File: src/rtl/serial_uart_port.sv
// Byte-wide MMIO side to 8N1 UART line pair: 4-deep TX FIFO feeding a serializer,
// synchronized RX deserializer feeding a single holding register with sticky error flags.
module serial_uart_port #(
  parameter int CLKS_PER_BIT = 434,
  parameter int TX_FIFO_LOG2 = 2
) (
  input  logic       clock,
  input  logic       reset,
  input  logic [7:0] tx_data_in,
  input  logic       tx_wren_in,
  output logic       tx_ready_out,
  output logic [7:0] rx_data_out,
  output logic       rx_valid_out,
  input  logic       rx_rden_in,
  input  logic       err_clear_in,
  output logic       overrun_out,
  output logic       frame_err_out,
  output logic       uart_tx_out,
  input  logic       uart_rx_in
);

  localparam int DEPTH = 1 << TX_FIFO_LOG2;
  localparam logic [15:0] BIT_LAST  = 16'(CLKS_PER_BIT - 1);
  localparam logic [15:0] HALF_LAST = 16'(CLKS_PER_BIT / 2 - 1);
  localparam logic [TX_FIFO_LOG2:0]   FULL    = (TX_FIFO_LOG2 + 1)'(DEPTH);
  localparam logic [TX_FIFO_LOG2:0]   CNT_ONE = (TX_FIFO_LOG2 + 1)'(1);
  localparam logic [TX_FIFO_LOG2-1:0] PTR_ONE = (TX_FIFO_LOG2)'(1);

  typedef enum logic [1:0] {T_IDLE, T_START, T_DATA, T_STOP} tx_state_t;
  typedef enum logic [1:0] {R_IDLE, R_START, R_DATA, R_STOP} rx_state_t;

  logic [7:0]              fifo_mem [DEPTH];
  logic [TX_FIFO_LOG2-1:0] wr_ptr, rd_ptr;
  logic [TX_FIFO_LOG2:0]   count, count_next;
  logic                    push, pop;

  // A push into a full FIFO is dropped even when a pop frees a slot that cycle.
  assign push = tx_wren_in && (count != FULL);

  always_comb begin
    count_next = count;
    if (push && !pop)
      count_next = count + CNT_ONE;
    else if (!push && pop)
      count_next = count - CNT_ONE;
  end

  always_ff @(posedge clock or posedge reset) begin
    if (reset) begin
      wr_ptr       <= '0;
      rd_ptr       <= '0;
      count        <= '0;
      tx_ready_out <= 1'b1;
    end else begin
      count        <= count_next;
      tx_ready_out <= (count_next != FULL);
      if (push)
        wr_ptr <= wr_ptr + PTR_ONE;
      if (pop)
        rd_ptr <= rd_ptr + PTR_ONE;
    end
  end

  always_ff @(posedge clock) begin
    if (push)
      fifo_mem[wr_ptr] <= tx_data_in;
  end

  tx_state_t   tx_state, tx_next;
  logic [15:0] tx_cnt;
  logic [2:0]  tx_idx;
  logic [7:0]  tx_shift;
  logic        tx_bit_end;

  assign tx_bit_end = (tx_cnt == BIT_LAST);

  always_comb begin
    tx_next = tx_state;
    pop     = 1'b0;
    case (tx_state)
      T_IDLE:  if (count != '0) begin
                 pop     = 1'b1;
                 tx_next = T_START;
               end
      T_START: if (tx_bit_end) tx_next = T_DATA;
      T_DATA:  if (tx_bit_end && tx_idx == 3'd7) tx_next = T_STOP;
      T_STOP:  if (tx_bit_end) tx_next = T_IDLE;
      default: tx_next = T_IDLE;
    endcase
  end

  always_ff @(posedge clock or posedge reset) begin
    if (reset)
      tx_state <= T_IDLE;
    else
      tx_state <= tx_next;
  end

  // The line is registered from the current state, so it trails the FSM by one cycle.
  always_ff @(posedge clock or posedge reset) begin
    if (reset) begin
      tx_cnt      <= '0;
      tx_idx      <= '0;
      tx_shift    <= '0;
      uart_tx_out <= 1'b1;
    end else begin
      if (tx_state == T_IDLE || tx_bit_end)
        tx_cnt <= '0;
      else
        tx_cnt <= tx_cnt + 16'd1;
      if (pop) begin
        tx_shift <= fifo_mem[rd_ptr];
        tx_idx   <= '0;
      end else if (tx_state == T_DATA && tx_bit_end) begin
        tx_shift <= {1'b0, tx_shift[7:1]};
        tx_idx   <= tx_idx + 3'd1;
      end
      case (tx_state)
        T_START: uart_tx_out <= 1'b0;
        T_DATA:  uart_tx_out <= tx_shift[0];
        default: uart_tx_out <= 1'b1;
      endcase
    end
  end

  logic       sync1, sync2, sync3;
  logic [1:0] warm;
  logic       falling;

  // Edges are only trusted once sync3 holds a real line sample, so a line
  // already low when reset lifts is not mistaken for a start bit.
  always_ff @(posedge clock or posedge reset) begin
    if (reset) begin
      sync1 <= 1'b1;
      sync2 <= 1'b1;
      sync3 <= 1'b1;
      warm  <= '0;
    end else begin
      sync1 <= uart_rx_in;
      sync2 <= sync1;
      sync3 <= sync2;
      if (warm != 2'd3)
        warm <= warm + 2'd1;
    end
  end

  assign falling = (warm == 2'd3) && sync3 && !sync2;

  rx_state_t   rx_state, rx_next;
  logic [15:0] rx_cnt;
  logic [2:0]  rx_idx;
  logic [7:0]  rx_shift;
  logic        rx_sample, rx_done, deliver;

  always_comb begin
    rx_next   = rx_state;
    rx_sample = 1'b0;
    rx_done   = 1'b0;
    case (rx_state)
      R_IDLE:  if (falling) rx_next = R_START;
      R_START: if (rx_cnt == HALF_LAST) rx_next = sync2 ? R_IDLE : R_DATA;
      R_DATA:  if (rx_cnt == BIT_LAST) begin
                 rx_sample = 1'b1;
                 if (rx_idx == 3'd7) rx_next = R_STOP;
               end
      R_STOP:  if (rx_cnt == BIT_LAST) begin
                 rx_done = 1'b1;
                 rx_next = R_IDLE;
               end
      default: rx_next = R_IDLE;
    endcase
  end

  always_ff @(posedge clock or posedge reset) begin
    if (reset)
      rx_state <= R_IDLE;
    else
      rx_state <= rx_next;
  end

  always_ff @(posedge clock or posedge reset) begin
    if (reset) begin
      rx_cnt   <= '0;
      rx_idx   <= '0;
      rx_shift <= '0;
    end else begin
      if (rx_state == R_IDLE || rx_next != rx_state || rx_sample)
        rx_cnt <= '0;
      else
        rx_cnt <= rx_cnt + 16'd1;
      if (rx_state == R_IDLE)
        rx_idx <= '0;
      else if (rx_sample)
        rx_idx <= rx_idx + 3'd1;
      if (rx_sample)
        rx_shift <= {sync2, rx_shift[7:1]};
    end
  end

  assign deliver = rx_done && sync2;

  // A read in the same cycle as a delivery frees the register, so no overrun.
  always_ff @(posedge clock or posedge reset) begin
    if (reset) begin
      rx_data_out   <= '0;
      rx_valid_out  <= 1'b0;
      overrun_out   <= 1'b0;
      frame_err_out <= 1'b0;
    end else begin
      if (deliver && (!rx_valid_out || rx_rden_in)) begin
        rx_data_out  <= rx_shift;
        rx_valid_out <= 1'b1;
      end else if (rx_rden_in && rx_valid_out) begin
        rx_valid_out <= 1'b0;
      end
      if (deliver && rx_valid_out && !rx_rden_in)
        overrun_out <= 1'b1;
      else if (err_clear_in)
        overrun_out <= 1'b0;
      if (rx_done && !sync2)
        frame_err_out <= 1'b1;
      else if (err_clear_in)
        frame_err_out <= 1'b0;
    end
  end

endmodule
File: config.mk
export PLATFORM = sky130hd
export DESIGN_NAME = serial_uart_port
export DESIGN_NICKNAME = d
export VERILOG_FILES = /design/src/rtl/serial_uart_port.sv
export SDC_FILE = /design/constraint.sdc
export NUM_CORES = 1
export LEC_CHECK = 0
export ABC_AREA = 1
export CAP_MARGIN = 25
export CELL_PAD_IN_SITES_DETAIL_PLACEMENT = 1
export CELL_PAD_IN_SITES_GLOBAL_PLACEMENT = 2
export CORE_UTILIZATION = 42
export CTS_CLUSTER_DIAMETER = 120
export CTS_CLUSTER_SIZE = 24
export DETAILED_ROUTE_END_ITERATION = 8
export PLACE_DENSITY_LB_ADDON = 0.1
export SYNTH_ARGS = -nofsm -noshare
export SYNTH_HDL_FRONTEND = slang
export SYNTH_SLANG_ARGS = --single-unit
File: constraint.sdc
create_clock -name clock -period 8 [get_ports clock]
set_input_delay 2 -clock clock [delete_from_list [all_inputs] [get_ports clock]]
set_output_delay 2 -clock clock [all_outputs]
set_load 0.02 [all_outputs]
==> results.txt <==
fresh numbers from the pnr run: status=finished, final reports clean, clk root buf=clkbuf_16, synth cell count leaders=nor2_1 (93), nand2_1 (80), dfrtp_1 (78), Remaining DRCs=0, Worst setup EP type=primary output, Peak VDD IR=203 µV, GRT overflow=0, Max Clk Rate=282 MHz, Setup Fix Bufs, Post-CTS=0, Die Wd=115 µm, Final ANT Viol Nets=0, Async SR Flop Fraction=72.2%, yosys warns=0, Pleak=0.00292 µW, post-CTS sizing=0, final setup skew=4.98 ps, CTS clk-pin slew, worst paths=60 ps, number of global-route vias before repair=4057, CTS buffer count=17, Slew Limit Fails=0, Placed Area=0.00583 mm², Routability Congestion=0.776, final setup fails=0, Cells on Worst Hold Path=0, Die Height=115 µm, critical path required time=6000 ps, number of enable flip-flop cells=32, ys flop type=dfrtp_1, crit path kind=register to primary output, register area=0.00304 mm², Vias/cell=4.95, die area=0.0133 mm², drt first pass iters=4, area leader, netlist=dfrtp_1, Hold-fix buffers, CTS=0, CP startpoint kind=register, Latency at later pin=410 ps, maximum clock path buffer count=2, first-pass GRT wire length=20.0 mm, syn_area_per_cell=9.80 µm², Mapped Cells=550, clk sink count=115, Post-Syn Area=0.00539 mm², synthesized net count=585, distinct lib cells=37, largest net degree at the start of global routing=71, fillers=1382, PwrDens=273 mW/mm², OpenROAD warnings=37, Arr. time, crit path=1550 ps, post-synthesis cell type with the largest instance count=nor2_1, Area leader share=36.2%, reg2reg setup slack=5740 ps, CTS tree=yes, Synth Seq Share=56.5%, share of cells above drive strength 1=10.5%, number of port buffers=26, HP Class=register to register, crit path max-delay cell type=clkdlybuf4s50_1, fin crit share=44.4%, htree depth=4, Critical path buffers and inverters=1, Crit path max-delay family=buffers and inverters, Worst path depth=1, worst rel slew slack=51.0%, DR iter-0 viols=171, max-cap violations=0, Chip Area, Yosys=0.00539 mm², DPL Wire Length=8.00 mm, unrepaired setup endpoints after global routing=no, CP Cell Sequence=clkdlybuf4s50_1, Max stage delay on crit path=630 ps, multi-input logic area=0.00201 mm², Final nets=622, Setup Total Neg Slack=0 ps, worst-margin pin slew=732 ps, R2R depth=8, initial antenna violation count=0, Antenna Diode Count=0, Initial Util=42.9%, Fin. Hold Viols=0, Synth area leaders=dfrtp_1 (36%), edfxtp_1 (18%), nor2_1 (6.5%), critical path peak fanout=1, Area Growth Syn to Fin=20.8%, ys cells=550, Min Clock Period, post-route=3550 ps, synthesized flop and latch total=115, total power=1780 µW, # IOs=27
layout make-up:
cell class              instances  area share, %
flip-flops and latches        115           46.7
multi-input cells             354           30.9
clock buffers                  17           6.53
repair buffers                 28           4.53
inverters                      71           4.11
clock inverters                15           3.90
well taps                     172           3.30
cells by family (layout without fill, tap and decap cells):
kind of cell | after synthesis | count (layout) | synth area share, %
buffers and inverters | 81 | 131 | 6.26
multiplexers | 8 | 8 | 2.09
flip-flops | 115 | 115 | 56.5
AND/OR/NAND/NOR | 242 | 242 | 20.3
adder cells (fa/ha/maj) | 21 | 21 | 4.87
AND-OR/OR-AND | 62 | 62 | 6.59
XOR/XNOR | 21 | 21 | 3.41
cells in the final DEF, fill, tap and decap left out, drive strengths merged:
cell type,count
a211oi,7
a21oi,7
a221o,1
a31oi,2
and2,1
buf,2
bufinv,6
clkbuf,17
clkdlybuf4s50,26
clkinv,4
clkinvlp,4
dfrtp,78
dfstp,5
edfxtp,32
ha,21
inv,72
mux2,8
nand2,84
nand3,35
nand4,10
nor2,97
nor3,6
nor3b,5
nor4,4
o21a,3
o21ai,33
o22ai,8
o31ai,1
xnor2,4
xor2,17
final timing paths:
| path | startpoint | end |
|---|---|---|
| setup / recovery | tx_ready_out | tx_ready_out |
| hold / removal | sync1 | sync2 |
| setup reg to reg | tx_state[0] | tx_shift[0] |
| hold reg to reg | sync1 | sync2 |
| max in group asynchronous | reset | tx_ready_out |
| min in group asynchronous | reset | tx_cnt[5] |
metal layers:
metal  GRT usage (%)  vias up  wire [µm]
met5               0        -          0
met4            7.27        0        151
met3            5.38       13        269
met2            31.9       47       5510
met1            25.7     1874       5570
li1                -     1884          -
where the power goes:
group	leakage (µW)	switching, µW	internal (µW)
Clock	0.000316	279	587
Sequential	0.00136	47.2	676
Combinational	0.00125	121	67.7
sequential cells by signal, indices dropped and copies added, names as in the netlist, 8 cells and up:
name and cells:
fifo_mem 32, rx_cnt 16, tx_cnt 16, rx_data_out 8
rx_shift 8, tx_shift 8
metrics by stage:
stage                     hold WS (ps)  cells  worst slack, ps
after CTS                          357    772             4410
after detailed placement           349    740             4340
final                              355    772             4450
after floorplan                    345    550             3870
after global routing               357    772             4410
after global placement             346    739             4480
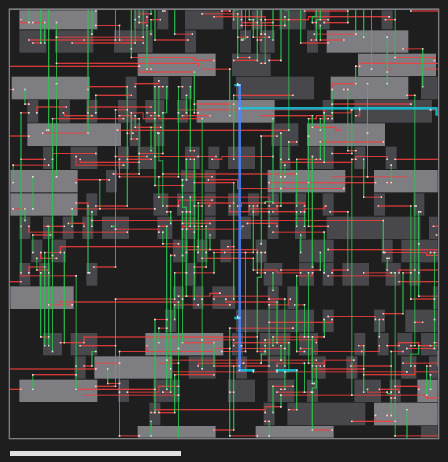
*Zoomed window*
Bar = 20 µm. Region (4, 4) to (54, 54) µm. Cells in gray, sequential cells in the stronger gray; small squares are vias.
layer	color
metal 4	blue
metal 1	red
metal 3	cyan
metal 2	green
cells with their middle in the window	147
most frequent	nor2_1 (28), inv_1 (26), dfrtp_1 (18)
netlist names of flops here include	rx_cnt (15), wr_ptr (2)
sequential cells in the window	20

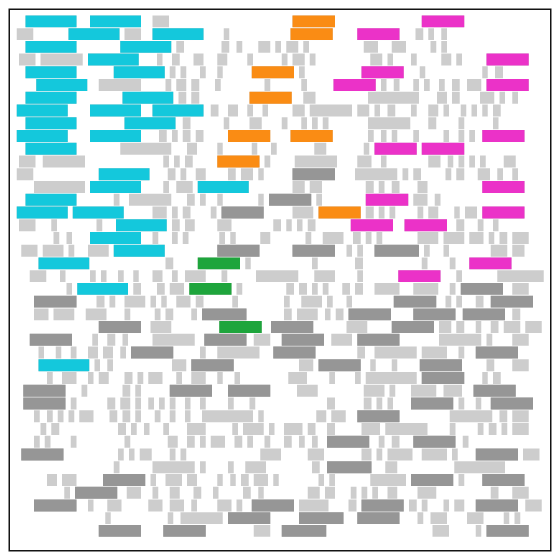
*Sequential cells grouped by signal name*
Other sequential cells in the stronger gray, the rest of the logic in the fainter gray.
netlist name	color	sequential cells
count	green	3
tx_shift	orange	8
fifo_mem	cyan	32
tx_cnt	magenta	16
not colored	56
sequential share of cell area: 46.7%
fin util: 51.8%
Seq. pwr: 723 µW

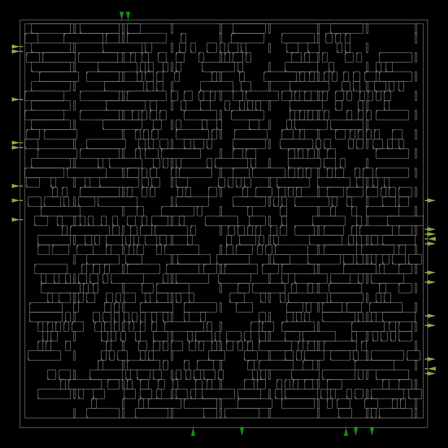
*Cell placement*
Post-Layout Cell Count: 772
CORE AREA: 0.0126 mm²
Tapcells: 172

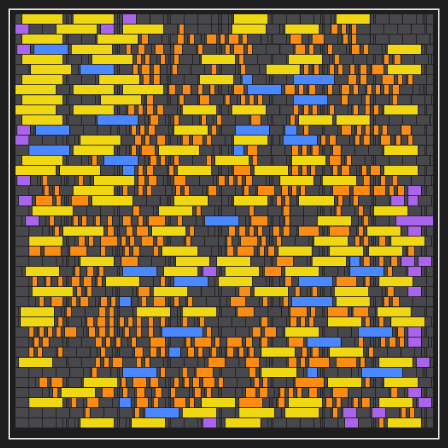
*Placed cells, one color a class*
Fill, decap, tap and diode cells in gray.
class	color	cells	share of their area
clock drivers and dummy loads	blue	32	11%
combinational and other logic	orange	425	36%
flops	yellow	115	48%
other buffers and delay cells	purple	28	4.7%
design area: 0.00651 mm²
row count: 41

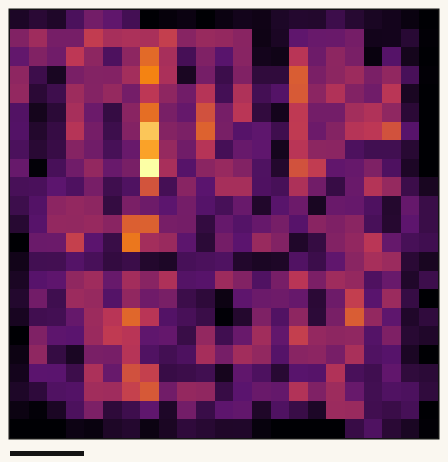
*Signal metal coverage by tile*
Bar = 20 µm. 23 x 23 tiles, from black (low) to pale yellow (high), scaled to the fullest tile. Values are wire area over tile area, all layers added.
tiles over half the peak	6.0%
mean over tiles	0.13
nearly empty tiles	5.3%
fullest tile	0.50
final wirelength: 11.5 mm
GR Util All Layers: 19.8%
vias: 3818
drt wl/cell: 14.9 µm

Power and IR drop assume default switching activity.
